Cells by drive strength:
Drawn at 2 px/µm.
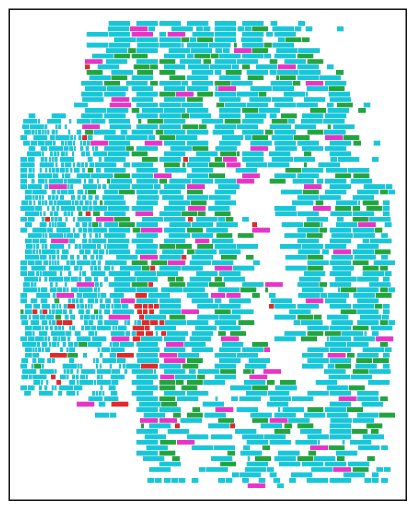
Congestion heat map:
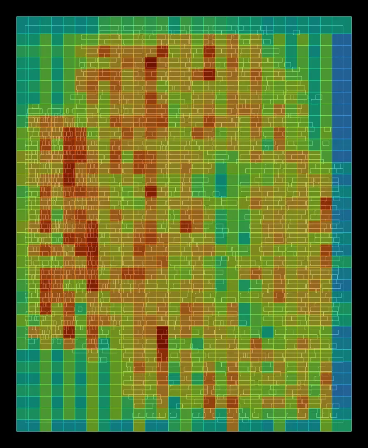
Signal wires on met3:
Drawn at 1 px/µm.
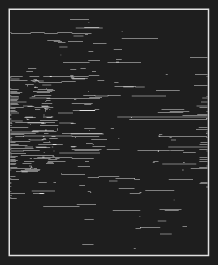
Gate-type map:
Drawn at 2 px/µm.
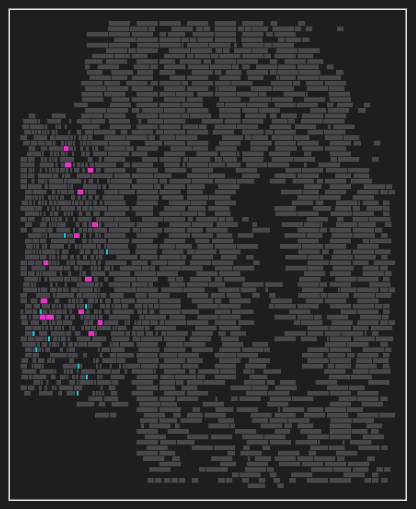
<file path="config.mk">
export PLATFORM = sky130hd
export DESIGN_NAME = inst_fetch_queue_flat
export DESIGN_NICKNAME = d
export VERILOG_FILES = /design/src/rtl/inst_fetch_queue_pkg.sv /design/src/rtl/inst_fetch_queue_if.sv /design/src/rtl/inst_fetch_queue_if_fifo.sv /design/src/rtl/inst_fetch_queue.sv /design/src/flat_wrapper.sv
export SDC_FILE = /design/constraint.sdc
export NUM_CORES = 1
export LEC_CHECK = 0
export ABC_AREA = 0
export CAP_MARGIN = 20
export CORE_ASPECT_RATIO = 1.25
export CORE_MARGIN = 5
export CORE_UTILIZATION = 53
export DETAILED_ROUTE_END_ITERATION = 7
export PLACE_DENSITY = 0.85
export SKIP_CTS_REPAIR_TIMING = 1
export SLEW_MARGIN = 40
export SYNTH_ARGS = -nofsm -noshare
export SYNTH_HDL_FRONTEND = slang
export SYNTH_SLANG_ARGS = --single-unit
</file>
<file path="constraint.sdc">
create_clock -name clk -period 6.6 [get_ports clk]
set_input_delay 1.32 -clock clk [delete_from_list [all_inputs] [get_ports clk]]
set_output_delay 1.32 -clock clk [all_outputs]
set_load 0.05 [all_outputs]
</file>
<file path="src/rtl/inst_fetch_queue_pkg.sv">
// Shared constants and FSM state encoding for the instruction-fetch queue.
package inst_fetch_queue_pkg;

  localparam logic TRUE  = 1'b1;
  localparam logic FALSE = 1'b0;
  localparam logic HIGH  = 1'b1;
  localparam logic LOW   = 1'b0;

  // IF_DRAIN: a redirect arrived while a request was in flight; the
  // response still has to be absorbed before a new request may go out.
  typedef enum logic [1:0] {
    IF_IDLE  = 2'd0,
    IF_WAIT  = 2'd1,
    IF_DRAIN = 2'd2
  } if_state_e;

endpackage

</file>
<file path="src/rtl/inst_fetch_queue_if.sv">
// Handshake bundle between the fetch queue, the I-cache and the issue stage.
// master: the fetch queue itself. slave: the I-cache/issue side.
interface inst_fetch_queue_if #(
  parameter int unsigned ADDR_WIDTH = 32,
  parameter int unsigned INST_WIDTH = 32
);

  // I-cache request/response
  logic                  pc_send_enable;
  logic [ADDR_WIDTH-1:0] pc_to_ic;
  logic                  inst_get_ready;
  logic [INST_WIDTH-1:0] inst_from_ic;

  // Issue-side valid/ready
  logic                  inst_valid;
  logic [INST_WIDTH-1:0] inst_to_issue;
  logic [ADDR_WIDTH-1:0] pc_to_issue;
  logic                  issue_ready;

  modport master (
    output pc_send_enable,
    output pc_to_ic,
    input  inst_get_ready,
    input  inst_from_ic,
    output inst_valid,
    output inst_to_issue,
    output pc_to_issue,
    input  issue_ready
  );

  modport slave (
    input  pc_send_enable,
    input  pc_to_ic,
    output inst_get_ready,
    output inst_from_ic,
    input  inst_valid,
    input  inst_to_issue,
    input  pc_to_issue,
    output issue_ready
  );

endinterface

</file>
<file path="src/rtl/inst_fetch_queue_if_fifo.sv">
// Parametrised synchronous FIFO holding {instruction, pc} pairs.
// Flush has priority over push/pop; a pop of an empty FIFO is ignored.
module if_fifo #(
  parameter int unsigned WIDTH     = 64,
  parameter int unsigned DEPTH_LOG = 3
) (
  input  logic                 clk,
  input  logic                 rst,
  input  logic                 push,
  input  logic [WIDTH-1:0]     push_data,
  input  logic                 pop,
  input  logic                 flush,
  output logic [WIDTH-1:0]     head_data,
  output logic [DEPTH_LOG:0]   count
);

  localparam int unsigned       DEPTH     = 1 << DEPTH_LOG;
  localparam int unsigned       PTR_W     = (DEPTH_LOG > 0) ? DEPTH_LOG : 1;
  localparam logic [DEPTH_LOG:0] DEPTH_CNT = (DEPTH_LOG + 1)'(DEPTH);

  logic [WIDTH-1:0] mem [DEPTH];
  logic [PTR_W-1:0] head_q;
  logic [PTR_W-1:0] tail_q;
  logic [DEPTH_LOG:0] count_q;
  logic             do_pop;
  logic             do_push;

  // Explicit wrap keeps the pointer logic valid for a single-entry FIFO too.
  function automatic logic [PTR_W-1:0] bump(input logic [PTR_W-1:0] p);
    return (p == PTR_W'(DEPTH - 1)) ? '0 : p + 1'b1;
  endfunction

  assign do_pop  = pop && (count_q != '0);
  assign do_push = push && ((count_q != DEPTH_CNT) || do_pop);

  assign head_data = mem[head_q];
  assign count     = count_q;

  // Storage write; no reset needed, occupancy is tracked by count_q.
  always_ff @(posedge clk) begin
    if (!rst && !flush && do_push) begin
      mem[tail_q] <= push_data;
    end
  end

  // Pointer and occupancy bookkeeping.
  always_ff @(posedge clk) begin
    if (rst || flush) begin
      head_q  <= '0;
      tail_q  <= '0;
      count_q <= '0;
    end else begin
      if (do_push) tail_q <= bump(tail_q);
      if (do_pop)  head_q <= bump(head_q);
      case ({do_push, do_pop})
        2'b10:   count_q <= count_q + 1'b1;
        2'b01:   count_q <= count_q - 1'b1;
        default: count_q <= count_q;
      endcase
    end
  end

  // Space is reserved before a request is issued, so this must never fire.
  a_no_overflow: assert property (@(posedge clk) disable iff (rst)
    !(push && !flush && !do_pop && (count_q == DEPTH_CNT)));

endmodule

</file>
<file path="src/rtl/inst_fetch_queue.sv">
// Instruction-fetch unit: issues one PC at a time to the I-cache, buffers
// returned instructions with their PCs, and presents the oldest to issue.
// Redirects flush the queue and swallow any response still in flight.
module inst_fetch_queue
  import inst_fetch_queue_pkg::*;
#(
  parameter int unsigned           ADDR_WIDTH = 32,
  parameter int unsigned           INST_WIDTH = 32,
  parameter int unsigned           DEPTH_LOG  = 3,
  parameter logic [ADDR_WIDTH-1:0] RESET_PC   = '0,
  parameter int unsigned           PC_STEP    = 4
) (
  input  logic                   clk,
  input  logic                   rst,
  input  logic                   rdy,
  inst_fetch_queue_if.master     bus,
  input  logic                   jump_flag,
  input  logic [ADDR_WIDTH-1:0]  target_pc,
  output logic [DEPTH_LOG:0]     queue_count
);

  localparam int unsigned        DEPTH     = 1 << DEPTH_LOG;
  localparam logic [DEPTH_LOG:0] DEPTH_CNT = (DEPTH_LOG + 1)'(DEPTH);
  localparam int unsigned        ENTRY_W   = INST_WIDTH + ADDR_WIDTH;

  if_state_e             state_q, state_d;
  logic [ADDR_WIDTH-1:0] pc_q, pc_d;
  logic [ADDR_WIDTH-1:0] pc_to_ic_q, pc_to_ic_d;
  logic                  send_q, send_d;

  logic                  jump;
  logic                  resp;
  logic                  pop;
  logic                  push;
  logic [DEPTH_LOG:0]    count;
  logic [DEPTH_LOG:0]    count_after_pop;
  logic [ENTRY_W-1:0]    head_data;

  assign jump = rdy && jump_flag;
  assign resp = rdy && bus.inst_get_ready;
  assign pop  = rdy && (count != '0) && bus.issue_ready;

  // Occupancy once this cycle's pop has been taken into account; a request
  // only goes out if the slot for its response is already guaranteed.
  assign count_after_pop = count - {{DEPTH_LOG{1'b0}}, pop};

  // Next-state, PC and request-register logic.
  always_comb begin
    state_d    = state_q;
    pc_d       = pc_q;
    pc_to_ic_d = pc_to_ic_q;
    send_d     = send_q;
    push       = FALSE;
    if (rdy) begin
      case (state_q)
        IF_IDLE: begin
          if (jump) begin
            pc_d   = target_pc;
            send_d = LOW;
          end else if (count_after_pop < DEPTH_CNT) begin
            pc_to_ic_d = pc_q;
            send_d     = HIGH;
            state_d    = IF_WAIT;
          end
        end
        IF_WAIT: begin
          if (jump) begin
            pc_d = target_pc;
            if (resp) begin
              send_d  = LOW;
              state_d = IF_IDLE;
            end else begin
              state_d = IF_DRAIN;
            end
          end else if (resp) begin
            push    = TRUE;
            pc_d    = pc_q + ADDR_WIDTH'(PC_STEP);
            send_d  = LOW;
            state_d = IF_IDLE;
          end
        end
        IF_DRAIN: begin
          // A response coinciding with a further redirect still retires the
          // stale request, otherwise the FSM would wait for a second answer.
          if (jump) pc_d = target_pc;
          if (resp) begin
            send_d  = LOW;
            state_d = IF_IDLE;
          end
        end
        default: begin
          send_d  = LOW;
          state_d = IF_IDLE;
        end
      endcase
    end
  end

  // State, PC and request registers; frozen while rdy is low.
  always_ff @(posedge clk) begin
    if (rst) begin
      state_q    <= IF_IDLE;
      pc_q       <= RESET_PC;
      pc_to_ic_q <= '0;
      send_q     <= LOW;
    end else begin
      state_q    <= state_d;
      pc_q       <= pc_d;
      pc_to_ic_q <= pc_to_ic_d;
      send_q     <= send_d;
    end
  end

  if_fifo #(
    .WIDTH     (ENTRY_W),
    .DEPTH_LOG (DEPTH_LOG)
  ) u_fifo (
    .clk       (clk),
    .rst       (rst),
    .push      (push),
    .push_data ({bus.inst_from_ic, pc_q}),
    .pop       (pop),
    .flush     (jump),
    .head_data (head_data),
    .count     (count)
  );

  assign bus.pc_send_enable = send_q;
  assign bus.pc_to_ic       = pc_to_ic_q;
  assign bus.inst_valid     = (count != '0);
  assign bus.pc_to_issue    = head_data[ADDR_WIDTH-1:0];
  assign bus.inst_to_issue  = head_data[ENTRY_W-1:ADDR_WIDTH];
  assign queue_count        = count;

endmodule

</file>
<file path="src/flat_wrapper.sv">
// flat-port wrapper written by rule: the top's interface ports become plain ports
module inst_fetch_queue_flat import inst_fetch_queue_pkg::*;
#(
  parameter int unsigned           ADDR_WIDTH = 32,
  parameter int unsigned           INST_WIDTH = 32,
  parameter int unsigned           DEPTH_LOG  = 3,
  parameter logic [ADDR_WIDTH-1:0] RESET_PC   = '0,
  parameter int unsigned           PC_STEP    = 4
)
  (clk, rst, rdy, jump_flag, target_pc, queue_count, bus_pc_send_enable, bus_pc_to_ic, bus_inst_get_ready, bus_inst_from_ic, bus_inst_valid, bus_inst_to_issue, bus_pc_to_issue, bus_issue_ready);
  inst_fetch_queue_if #(.ADDR_WIDTH(ADDR_WIDTH), .INST_WIDTH(INST_WIDTH)) bus_i ();
  input  logic clk;
  input  logic rst;
  input  logic rdy;
  input  logic jump_flag;
  input  logic [ADDR_WIDTH-1:0] target_pc;
  output logic [DEPTH_LOG:0] queue_count;
  output wire logic [$bits(bus_i.pc_send_enable)-1:0] bus_pc_send_enable;
  output wire logic [$bits(bus_i.pc_to_ic)-1:0] bus_pc_to_ic;
  input wire logic [$bits(bus_i.inst_get_ready)-1:0] bus_inst_get_ready;
  input wire logic [$bits(bus_i.inst_from_ic)-1:0] bus_inst_from_ic;
  output wire logic [$bits(bus_i.inst_valid)-1:0] bus_inst_valid;
  output wire logic [$bits(bus_i.inst_to_issue)-1:0] bus_inst_to_issue;
  output wire logic [$bits(bus_i.pc_to_issue)-1:0] bus_pc_to_issue;
  input wire logic [$bits(bus_i.issue_ready)-1:0] bus_issue_ready;
  assign bus_pc_send_enable = bus_i.pc_send_enable;
  assign bus_pc_to_ic = bus_i.pc_to_ic;
  assign bus_i.inst_get_ready = bus_inst_get_ready;
  assign bus_i.inst_from_ic = bus_inst_from_ic;
  assign bus_inst_valid = bus_i.inst_valid;
  assign bus_inst_to_issue = bus_i.inst_to_issue;
  assign bus_pc_to_issue = bus_i.pc_to_issue;
  assign bus_i.issue_ready = bus_issue_ready;
  inst_fetch_queue #(.ADDR_WIDTH(ADDR_WIDTH), .INST_WIDTH(INST_WIDTH), .DEPTH_LOG(DEPTH_LOG), .RESET_PC(RESET_PC), .PC_STEP(PC_STEP)) u_core (.clk(clk), .rst(rst), .rdy(rdy), .bus(bus_i), .jump_flag(jump_flag), .target_pc(target_pc), .queue_count(queue_count));
endmodule
</file>
==> GITHUB_STEP_SUMMARY <==
## PnR job results

| Metric | Value |
|---|---|
| Initial DRC Count | `953` |
| Hold-critical path endpoint | `u_core.bus.pc_to_ic[24]` |
| Worst reg2reg setup slack | `3.40 ns` |
| Sequential power | `0.00415 W` |
| CTS tree | `yes` |
| Initial antenna violation count | `0` |
| Layout cell share with drive strength beyond 1 | `21.8%` |
| Synthesis area per yosys | `0.0234 mm²` |
| Maximum vdd ir drop | `0.220 mV` |
| Floorplan net count | `1357` |
| Seq area share | `61.8%` |
| Final worst-path setup slack | `1.90 ns` |
| DRC | `0` |
| Hold Crit Depth | `2` |
| Design area | `0.0275 mm²` |
| CP Data Arrival Time | `between 3 and 4 ns` |
| H-tree Lvls | `2` |
| Via/cell ratio | `6.04` |
| Non-clk buf share | `7.19%` |
| Basic Gates by Area | `4.91%` |
| Vias in the first global route | `13143` |
| Comb/total area | `22.0%` |
| Clk power | `0.00301 W` |
| Seq pwr share | `56.3%` |
| Invs w/o clock | `10` |
| Highest routed layer | `met4` |
| Sequential cells | `592` |
| Critical-path cell with the highest stage delay | `clkdlybuf4s50_1` |
| DP Worst Slack | `1.83 ns` |
| Row count | `between 80 and 90` |
| PortBufs | `171` |
| Reg area | `between 0.015 and 0.02 mm²` |
| WL/cell | `24.3 µm` |
| Final setup viols | `0` |
| Dpl cell area | `between 0.02 and 0.03 mm²` |
| CTS buffer count | `~54` |
| DR WL met3 | `between 3 and 4 mm` |
| Highest clock rate | `213 MHz` |
| FF-to-FF End | `u_core.u_fifo.mem[3][38]` |
| Vias | `12487` |
| Largest net degree at the start of global routing | `62` |
| Fillers | `2958` |
| Critical path buffers and inverters | `3` |
| Ys flops | `592` |
| Ao+oa area frac | `4.08%` |
| Gr ovfl total | `0` |
| Top delay family on crit path | `buffers and inverters` |
| Synth Flop Type | `edfxtp_1` |
| Clock transition at path regs | `0.07 ns` |
| Max reg flops | `between 500 and 600` |
| Static leakage | `roughly 8.6 nW` |
| Ys async rst share | `0%` |
| RePlAce Congestion | `approximately 0.84` |
| Most frequent logic cell in the layout | `edfxtp_1` |
| Met2 Routed Length | `26.1 mm` |
| Rel. slew slack | `43.9%` |
| Placed instance count | `1967` |
| M1 WL | `19.6 mm` |
| Final non-filler cell total | `2067` |
| Average cell area after synthesis | `roughly 18 µm²` |
| Clk_skew | `0.0251 ns` |
| Cell chain of the critical path | `buf_12, buf_12, mux4_2, mux2_2, clkdlybuf4s50_1` |
| Biggest consumer | `registers` |
| Clock Sinks | `592` |
| Startpoint Class | `register` |
| Most frequent cell after synthesis | `edfxtp_1` |
| Netlist Area Pre-Place | `~0.023 mm²` |
| Logic area | `0.00606 mm²` |
| Comb power frac | `3.0%` |
| Worst EP required | `5.28 ns` |
| Final ANT Viol Nets | `0` |
| CP most frequent cell | `buf_12` |
| Final period util | `71.2%` |
| Total net switching power | `~0.0015 W` |
| First-pass GRT wire length | `77.7 mm` |
| Fin nets | `1535` |
| Crit path to | `bus_pc_to_issue[17]` |
| Most flop-heavy register | `u_core.u_fifo.mem` |
| Crit Path Class | `reg -> out` |
| Top cell category | `registers` |
| Area fraction in xor and xnor cells | `0.113%` |
| Worst Reg-to-Reg Cells | `7` |
| Die W | `198 µm` |
| Crit path depth | `5` |
| Most Used Layer, Global Route | `met2` |
| Clock buffer count | `61` |
| Die Size | `0.0484 mm²` |
| Hold Startpoint | `u_core.bus.pc_to_ic[24]` |
| Ys Warns | `0` |
| Comb_multi_in | `597` |
| Post-synth top area share | `65.8%` |
| Mux share | `between 15 and 20%` |
| Diode count | `0` |
| Top Layout Cells | `512 x edfxtp_1, 170 x clkdlybuf4s50_1, 128 x mux4_2` |
| Pwr dens | `268 mW/mm²` |
| Clock-cell share | `6.25%` |
| Worst slew pin tran | `0.842 ns` |
| Max-Cap Viols | `0` |
| RSZ-0062 raised after global routing | `no` |
| DIE HEIGHT | `245 µm` |
| Final min period | `4.70 ns` |
| Number of cells in Yosys stat | `1274` |
| Critical Path Max Stage Delay | `0.76 ns` |
| Sw Ratio | `20.8%` |
| Final tally of hold violations | `0` |
| Clock buffer depth | `3` |
| Drt pass-1 iters | `5` |
| Cell accounting for the most synthesized area | `edfxtp_1` |
| Tightest Hold Check Type | `reg -> reg` |
| Crit path max fanout | `about 45` |
| Clock share of power | `40.8%` |
| Total Power | `approximately 0.0074 W` |
| Top non-seq family | `multiplexers` |
| Met1 usage in global routing | `27.8%` |
| Flip-flops with a built-in enable | `512` |
| RR Startpoint | `u_core.state_q[1]` |
| Internal | `between 0.005 and 0.006 W` |
| I/O Pins | `172` |
| Status | `finished, final reports clean` |
| Netlist cell types | `72` |
| FP Util | `53.2%` |
| Tool warnings | `30` |
| Core ar. | `0.0439 mm²` |
| Final hold slack | `roughly 0.46 ns` |
| Clock root cell | `clkbuf_16` |
| Setup crit end kind | `primary output` |
| TAP cells | `572` |
| Area grow syn2layout | `17.7%` |
| Non-clk bufs | `197` |
| Setup TNS | `0 ns` |
| Cells after Synth | `1274` |
| Total track usage | `20.9%` |
| Final WL | `50.2 mm` |
| Hpwl dp | `approximately 29 mm` |
| Synth top cells by count | `512 x edfxtp_1, 128 x mux4_2, 94 x nand2_1` |
| Post-synth seq share | `72.7%` |
| Biggest area cells | `edfxtp_1 66%, mux4_2 12%, dfxtp_1 6.9%` |
| Clk Latency, worst-skew pair | `around 0.60 ns` |
| Comb pwr | `0.000219 W` |
## Picture notes: 'cells by drive strength'
- x3 and x4: red (cells 42)
- x1 and smaller: cyan (cells 1169)
- x2: green (cells 217)
- x6 and larger: magenta (cells 67)

## Picture notes: 'congestion heat map'
Final Util: 62.6%
GRT met3 Usage: 3.72%
M2 GR Usage: 36.1%

## Picture notes: 'signal wires on met3'
- main direction: horizontal
- wire length on this layer: 3520 µm
- share of all routed wire: 7.0%
- nets with wire on the layer: 217

## Picture notes: 'gate-type map'
- non-inverting ao/oa cells: magenta (cells 14; where left middle)
- inv cells: cyan (cells 10; most used inv_1)

Power figures rest on the tool's default switching activity, not on a simulated workload.
